==> images/placement_by_type.png <==
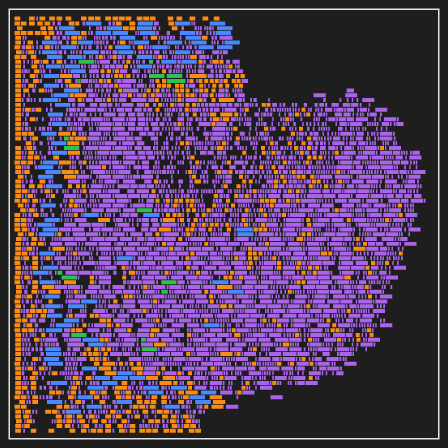
==> images/congestion.png <==
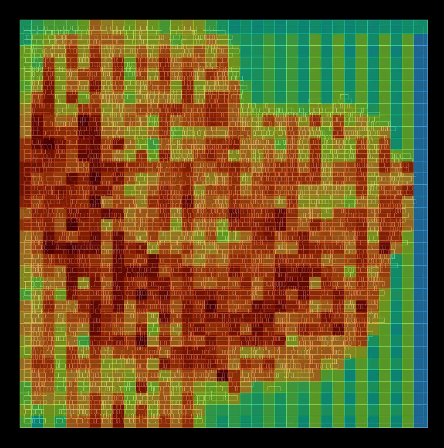
$ cat config.mk
export PLATFORM = sky130hd
export DESIGN_NAME = fmul_share_arbiter_flat
export DESIGN_NICKNAME = d
export VERILOG_FILES = /design/src/rtl/fmul_share_arbiter_if.sv /design/src/rtl/fmul_share_arbiter.sv /design/src/flat_wrapper.sv
export SDC_FILE = /design/constraint.sdc
export NUM_CORES = 2
export LEC_CHECK = 0
export ABC_AREA = 1
export CAP_MARGIN = 25
export CORE_MARGIN = 2
export CORE_UTILIZATION = 50
export CTS_BUF_LIST = sky130_fd_sc_hd__clkbuf_16
export CTS_CLUSTER_SIZE = 12
export DETAILED_ROUTE_END_ITERATION = 8
export PLACE_DENSITY = 0.83
export SLEW_MARGIN = 40
export SYNTH_ARGS = -nofsm -noshare
export SYNTH_HDL_FRONTEND = slang
export SYNTH_SLANG_ARGS = --single-unit
$ cat constraint.sdc
create_clock -name clk -period 9 [get_ports clk]
set_clock_uncertainty 0.1 [all_clocks]
set_input_delay 1.8 -clock clk [delete_from_list [all_inputs] [get_ports clk]]
set_output_delay 1.8 -clock clk [all_outputs]
set_load 0.02 [all_outputs]
$ cat src/rtl/fmul_share_arbiter_if.sv
// Request/response bundle between NREQ requesters and the shared fmul arbiter.
// Optional exception port exc_sticky exists only when FMUL_ARB_EXC_EN is defined.
interface fmul_share_arbiter_if #(
  parameter int NREQ = 4
);
  logic [NREQ-1:0]    req_valid;
  logic [NREQ-1:0]    req_ready;
  logic [NREQ*32-1:0] req_x1;
  logic [NREQ*32-1:0] req_x2;
  logic [NREQ-1:0]    resp_valid;
  logic [NREQ-1:0]    resp_ready;
  logic [31:0]        resp_y;
  logic               resp_ovf;
  logic               resp_udf;
  logic               busy;
`ifdef FMUL_ARB_EXC_EN
  logic [1:0]         exc_sticky;

  modport master (
    output req_valid, req_x1, req_x2, resp_ready,
    input  req_ready, resp_valid, resp_y, resp_ovf, resp_udf, busy, exc_sticky
  );
  modport slave (
    input  req_valid, req_x1, req_x2, resp_ready,
    output req_ready, resp_valid, resp_y, resp_ovf, resp_udf, busy, exc_sticky
  );
`else
  modport master (
    output req_valid, req_x1, req_x2, resp_ready,
    input  req_ready, resp_valid, resp_y, resp_ovf, resp_udf, busy
  );
  modport slave (
    input  req_valid, req_x1, req_x2, resp_ready,
    output req_ready, resp_valid, resp_y, resp_ovf, resp_udf, busy
  );
`endif
endinterface

$ cat src/rtl/fmul_share_arbiter.sv
// Shared single-precision multiplier with round-robin arbitration between NREQ requesters.
// One operation in flight; operands and result are registered around a combinational fmul.
// Optional feature macro: FMUL_ARB_EXC_EN (registered ovf/udf flags plus sticky exc_sticky).
//
// state  | meaning
// S_IDLE | nothing in flight, grant window open
// S_CALC | fmul evaluating operand registers, result captured at next edge
// S_RESP | result presented to owner; grant window opens when owner takes it

// Combinational IEEE single multiply, round-to-nearest-even, subnormals flushed to zero.
module fmul (
  input  logic [31:0] x1,
  input  logic [31:0] x2,
  output logic [31:0] y,
  output logic        ovf,
  output logic        udf
);
  logic        sgn;
  logic [7:0]  e1, e2;
  logic        z1, z2, i1, i2, n1, n2;
  logic [47:0] prod;
  logic [22:0] mant;
  logic        guard, sticky, rnd_up;
  logic [23:0] mant_r;
  logic [9:0]  exp_a, exp_f;

  // Multiply significands, normalise by one bit, round, then classify the result.
  always_comb begin
    sgn    = x1[31] ^ x2[31];
    e1     = x1[30:23];
    e2     = x2[30:23];
    z1     = (e1 == 8'h00);
    z2     = (e2 == 8'h00);
    i1     = (e1 == 8'hFF);
    i2     = (e2 == 8'hFF);
    n1     = i1 && (x1[22:0] != 23'd0);
    n2     = i2 && (x2[22:0] != 23'd0);
    prod   = {24'd0, 1'b1, x1[22:0]} * {24'd0, 1'b1, x2[22:0]};
    if (prod[47]) begin
      mant   = prod[46:24];
      guard  = prod[23];
      sticky = |prod[22:0];
    end else begin
      mant   = prod[45:23];
      guard  = prod[22];
      sticky = |prod[21:0];
    end
    rnd_up = guard & (sticky | mant[0]);
    mant_r = {1'b0, mant} + {23'd0, rnd_up};
    // exponent kept biased twice (+254) so it never goes negative
    exp_a  = {2'b00, e1} + {2'b00, e2} + {9'd0, prod[47]};
    exp_f  = exp_a + {9'd0, mant_r[23]};
    y      = {sgn, 31'd0};
    ovf    = 1'b0;
    udf    = 1'b0;
    if (n1 || n2 || (i1 && z2) || (i2 && z1)) begin
      y = 32'h7FC0_0000;
    end else if (i1 || i2) begin
      y = {sgn, 8'hFF, 23'd0};
    end else if (z1 || z2) begin
      y = {sgn, 31'd0};
    end else if (exp_f >= 10'd382) begin
      ovf = 1'b1;
      y   = {sgn, 8'hFF, 23'd0};
    end else if (exp_f <= 10'd127) begin
      udf = 1'b1;
      y   = {sgn, 31'd0};
    end else begin
      y = {sgn, exp_f[7:0] - 8'd127, mant_r[22:0]};
    end
  end
endmodule

module fmul_share_arbiter #(
  parameter int NREQ = 4
) (
  input  logic                 clk,
  input  logic                 rstn,
  fmul_share_arbiter_if.slave  bus
);
  localparam int IDW = $clog2(NREQ);

  typedef enum logic [1:0] {
    S_IDLE = 2'd0,
    S_CALC = 2'd1,
    S_RESP = 2'd2
  } state_t;

  state_t          state_q, state_d;
  logic [IDW-1:0]  rr_ptr_q, rr_ptr_d;
  logic [IDW-1:0]  owner_q, owner_d;
  logic [31:0]     x1_q, x1_d;
  logic [31:0]     x2_q, x2_d;
  logic [31:0]     y_q, y_d;
  logic [NREQ-1:0] resp_valid_q, resp_valid_d;
  logic            busy_q, busy_d;

  logic [31:0]     fm_y;
  logic            fm_ovf, fm_udf;
  logic            retire, grant_win, gnt_any, accept;
  logic [IDW-1:0]  gnt_idx, cidx;

  fmul u_fmul (
    .x1  (x1_q),
    .x2  (x2_q),
    .y   (fm_y),
    .ovf (fm_ovf),
    .udf (fm_udf)
  );

  assign retire    = (state_q == S_RESP) && bus.resp_ready[owner_q];
  assign grant_win = (state_q == S_IDLE) || retire;
  assign accept    = grant_win && gnt_any;

  // Round-robin search: first valid requester after the last granted one.
  always_comb begin
    gnt_any = 1'b0;
    gnt_idx = '0;
    cidx    = rr_ptr_q;
    for (int k = 0; k < NREQ; k++) begin
      cidx = (cidx == IDW'(NREQ - 1)) ? '0 : cidx + IDW'(1);
      if (!gnt_any && bus.req_valid[cidx]) begin
        gnt_any = 1'b1;
        gnt_idx = cidx;
      end
    end
  end

`ifdef FMUL_ARB_EXC_EN
  logic       ovf_q, ovf_d;
  logic       udf_q, udf_d;
  logic [1:0] exc_sticky_q, exc_sticky_d;
`else
  // ovf/udf have no consumer in this build
  logic       unused_exc;
  assign unused_exc = fm_ovf | fm_udf;
`endif

  // Next-state logic: FSM sequencing, operand capture on accept, result capture in CALC.
  always_comb begin
    state_d      = state_q;
    rr_ptr_d     = rr_ptr_q;
    owner_d      = owner_q;
    x1_d         = x1_q;
    x2_d         = x2_q;
    y_d          = y_q;
    resp_valid_d = resp_valid_q;
`ifdef FMUL_ARB_EXC_EN
    ovf_d        = ovf_q;
    udf_d        = udf_q;
    exc_sticky_d = exc_sticky_q;
`endif
    case (state_q)
      S_IDLE: ;
      S_CALC: begin
        y_d          = fm_y;
`ifdef FMUL_ARB_EXC_EN
        ovf_d        = fm_ovf;
        udf_d        = fm_udf;
`endif
        resp_valid_d = NREQ'(1) << owner_q;
        state_d      = S_RESP;
      end
      S_RESP: begin
        if (retire) begin
          resp_valid_d = '0;
          state_d      = S_IDLE;
`ifdef FMUL_ARB_EXC_EN
          exc_sticky_d = exc_sticky_q | {ovf_q, udf_q};
`endif
        end
      end
      default: state_d = S_IDLE;
    endcase
    // an accept in RESP overrides the return to IDLE: back-to-back issue
    if (accept) begin
      x1_d     = bus.req_x1[32*gnt_idx +: 32];
      x2_d     = bus.req_x2[32*gnt_idx +: 32];
      owner_d  = gnt_idx;
      rr_ptr_d = gnt_idx;
      state_d  = S_CALC;
    end
    busy_d = (state_d != S_IDLE);
  end

  // State and datapath registers; reset discards any in-flight operation.
  always_ff @(posedge clk or negedge rstn) begin
    if (!rstn) begin
      state_q      <= S_IDLE;
      rr_ptr_q     <= IDW'(NREQ - 1);
      owner_q      <= '0;
      x1_q         <= '0;
      x2_q         <= '0;
      y_q          <= '0;
      resp_valid_q <= '0;
      busy_q       <= 1'b0;
`ifdef FMUL_ARB_EXC_EN
      ovf_q        <= 1'b0;
      udf_q        <= 1'b0;
      exc_sticky_q <= 2'b00;
`endif
    end else begin
      state_q      <= state_d;
      rr_ptr_q     <= rr_ptr_d;
      owner_q      <= owner_d;
      x1_q         <= x1_d;
      x2_q         <= x2_d;
      y_q          <= y_d;
      resp_valid_q <= resp_valid_d;
      busy_q       <= busy_d;
`ifdef FMUL_ARB_EXC_EN
      ovf_q        <= ovf_d;
      udf_q        <= udf_d;
      exc_sticky_q <= exc_sticky_d;
`endif
    end
  end

  assign bus.req_ready  = accept ? (NREQ'(1) << gnt_idx) : '0;
  assign bus.resp_valid = resp_valid_q;
  assign bus.resp_y     = y_q;
  assign bus.busy       = busy_q;
`ifdef FMUL_ARB_EXC_EN
  assign bus.resp_ovf   = ovf_q;
  assign bus.resp_udf   = udf_q;
  assign bus.exc_sticky = exc_sticky_q;
`else
  assign bus.resp_ovf   = 1'b0;
  assign bus.resp_udf   = 1'b0;
`endif
endmodule
$ cat src/flat_wrapper.sv
// flat-port wrapper written by rule: the top's interface ports become plain ports
module fmul_share_arbiter_flat 
#(
  parameter int NREQ = 4
)
  (clk, rstn, bus_req_valid, bus_req_x1, bus_req_x2, bus_resp_ready, bus_req_ready, bus_resp_valid, bus_resp_y, bus_resp_ovf, bus_resp_udf, bus_busy);
  fmul_share_arbiter_if #(.NREQ(NREQ)) bus_i ();
  input  logic clk;
  input  logic rstn;
  input wire logic [$bits(bus_i.req_valid)-1:0] bus_req_valid;
  input wire logic [$bits(bus_i.req_x1)-1:0] bus_req_x1;
  input wire logic [$bits(bus_i.req_x2)-1:0] bus_req_x2;
  input wire logic [$bits(bus_i.resp_ready)-1:0] bus_resp_ready;
  output wire logic [$bits(bus_i.req_ready)-1:0] bus_req_ready;
  output wire logic [$bits(bus_i.resp_valid)-1:0] bus_resp_valid;
  output wire logic [$bits(bus_i.resp_y)-1:0] bus_resp_y;
  output wire logic [$bits(bus_i.resp_ovf)-1:0] bus_resp_ovf;
  output wire logic [$bits(bus_i.resp_udf)-1:0] bus_resp_udf;
  output wire logic [$bits(bus_i.busy)-1:0] bus_busy;
  assign bus_i.req_valid = bus_req_valid;
  assign bus_i.req_x1 = bus_req_x1;
  assign bus_i.req_x2 = bus_req_x2;
  assign bus_i.resp_ready = bus_resp_ready;
  assign bus_req_ready = bus_i.req_ready;
  assign bus_resp_valid = bus_i.resp_valid;
  assign bus_resp_y = bus_i.resp_y;
  assign bus_resp_ovf = bus_i.resp_ovf;
  assign bus_resp_udf = bus_i.resp_udf;
  assign bus_busy = bus_i.busy;
  fmul_share_arbiter #(.NREQ(NREQ)) u_core (.clk(clk), .rstn(rstn), .bus(bus_i));
endmodule
==> results.cfg <==
; implementation run metrics
[logic_synthesis]
ys_sh_mux_pct = 0
netlist_instances = 4094
synth.distinct_cells = 51
synthTopLogicFamily = adder cells
synth_area_mm2 = 0.0285
yosysCellCount = 4094

[layout]
buffers = 716
num-fill-cells = 4538
lay_top_cells = nand2_1 (1157), inv_1 (1080), fa_1 (471), buf_4 (355), clkdlybuf4s50_1 (305)
fin_area_mm2 = 0.0366
seq_area_mm2 = 0.00270
fin_util_pct = 64.9
final_cells = 5401
comb_area_mm2 = 0.0217
comb_area_share_pct = 59.3

[setup_path]
cp_num_buf_inv = 12
rrSetupSlack_ps = -450
slowest_delay_ps = 590
cp-start-kind = flop
end_kind = flop
crit_start = u_core.x2_q[6]
crit_family = adder cells

[drt]
wl_met3_um = 7540
route.vias.total = 27957
drt_iter0_drc = 2441
dr.pass1.iters = 6

[grt]
use_met3_pct = 4.98
antenna_found_initial = 1
met1_usage_pct = 35.9

[clock_tree]
cts_resized = 79
clk_pin_slew_ps = 90

[outcome]
outcome = finished with violations
violations = setup timing

[timing]
worst_pin_slew_ps = 866
setup_viol = 31
final_max_slew_viol_count = 0
fin_ws_ps = -447

[floorplanning]
die_w_um = 243

[job]
tool_warnings = 30

[placement]
placement.io_buffers = 306
Notes on placement_by_type.png above:
[other buffers and delay cells] orange | cells: 716 | share of their area: 19%
[flops] blue | cells: 107 | share of their area: 7.6%
[combinational and other logic] purple | cells: 3805 | share of their area: 73%
[clock drivers and dummy loads] green | cells: 16 | share of their area: 0.85%

Notes on congestion.png above:
GRT Overall Usage: 31.8%
GR peak layer: met2

## metrics by stage
| step | setup slack, ps |
|---|---|
| 6_report | -447 |
| 5_1_grt | -859 |
| 4_1_cts | -266 |
| 3_5_place_dp | -627 |
| 3_3_place_gp | -389 |
| 2_1_floorplan | 14.4 |
## synth_stat cells (10+ instances only)
| cell type | n | share of area (%) |
|---|---|---|
| nand4_1 | 35 | 0.77 |
| nor2_1 | 259 | 3.4 |
| o21ai_0 | 95 | 1.7 |
| ha_1 | 193 | 8.5 |
| and3_1 | 24 | 0.53 |
| nor4_1 | 13 | 0.29 |
| dfrtp_1 | 105 | 9.2 |
| xnor2_1 | 17 | 0.52 |
| xor2_1 | 22 | 0.68 |
| buf_2 | 20 | 0.35 |
| inv_1 | 1117 | 15 |
| nor3_1 | 11 | 0.19 |
| nand3_1 | 106 | 1.9 |
| a31oi_1 | 32 | 0.70 |
| fa_1 | 483 | 34 |
| a21oi_1 | 55 | 0.96 |
| clkbuf_1 | 157 | 2.1 |
| nand2_2 | 21 | 0.46 |
| o21ai_1 | 18 | 0.32 |
| nand2_1 | 1219 | 16 |
| nor2_4 | 11 | 0.43 |
| nor2_2 | 10 | 0.22 |
## registers in the layout (all words and copies together) (netlist names)
name                   count
u_core.bus.resp_valid      4
u_core.x1_q               32
u_core.state_q             2
u_core.x2_q               32
u_core.bus.resp_y         32
u_core.rr_ptr_q            2
u_core.owner_q             2
u_core.bus.busy            1
## tightest hold or removal path, cell delays in order (launching register included)
cell and delay, ps:
dfstp_2 380, nand2_1 50, nand2_1 50
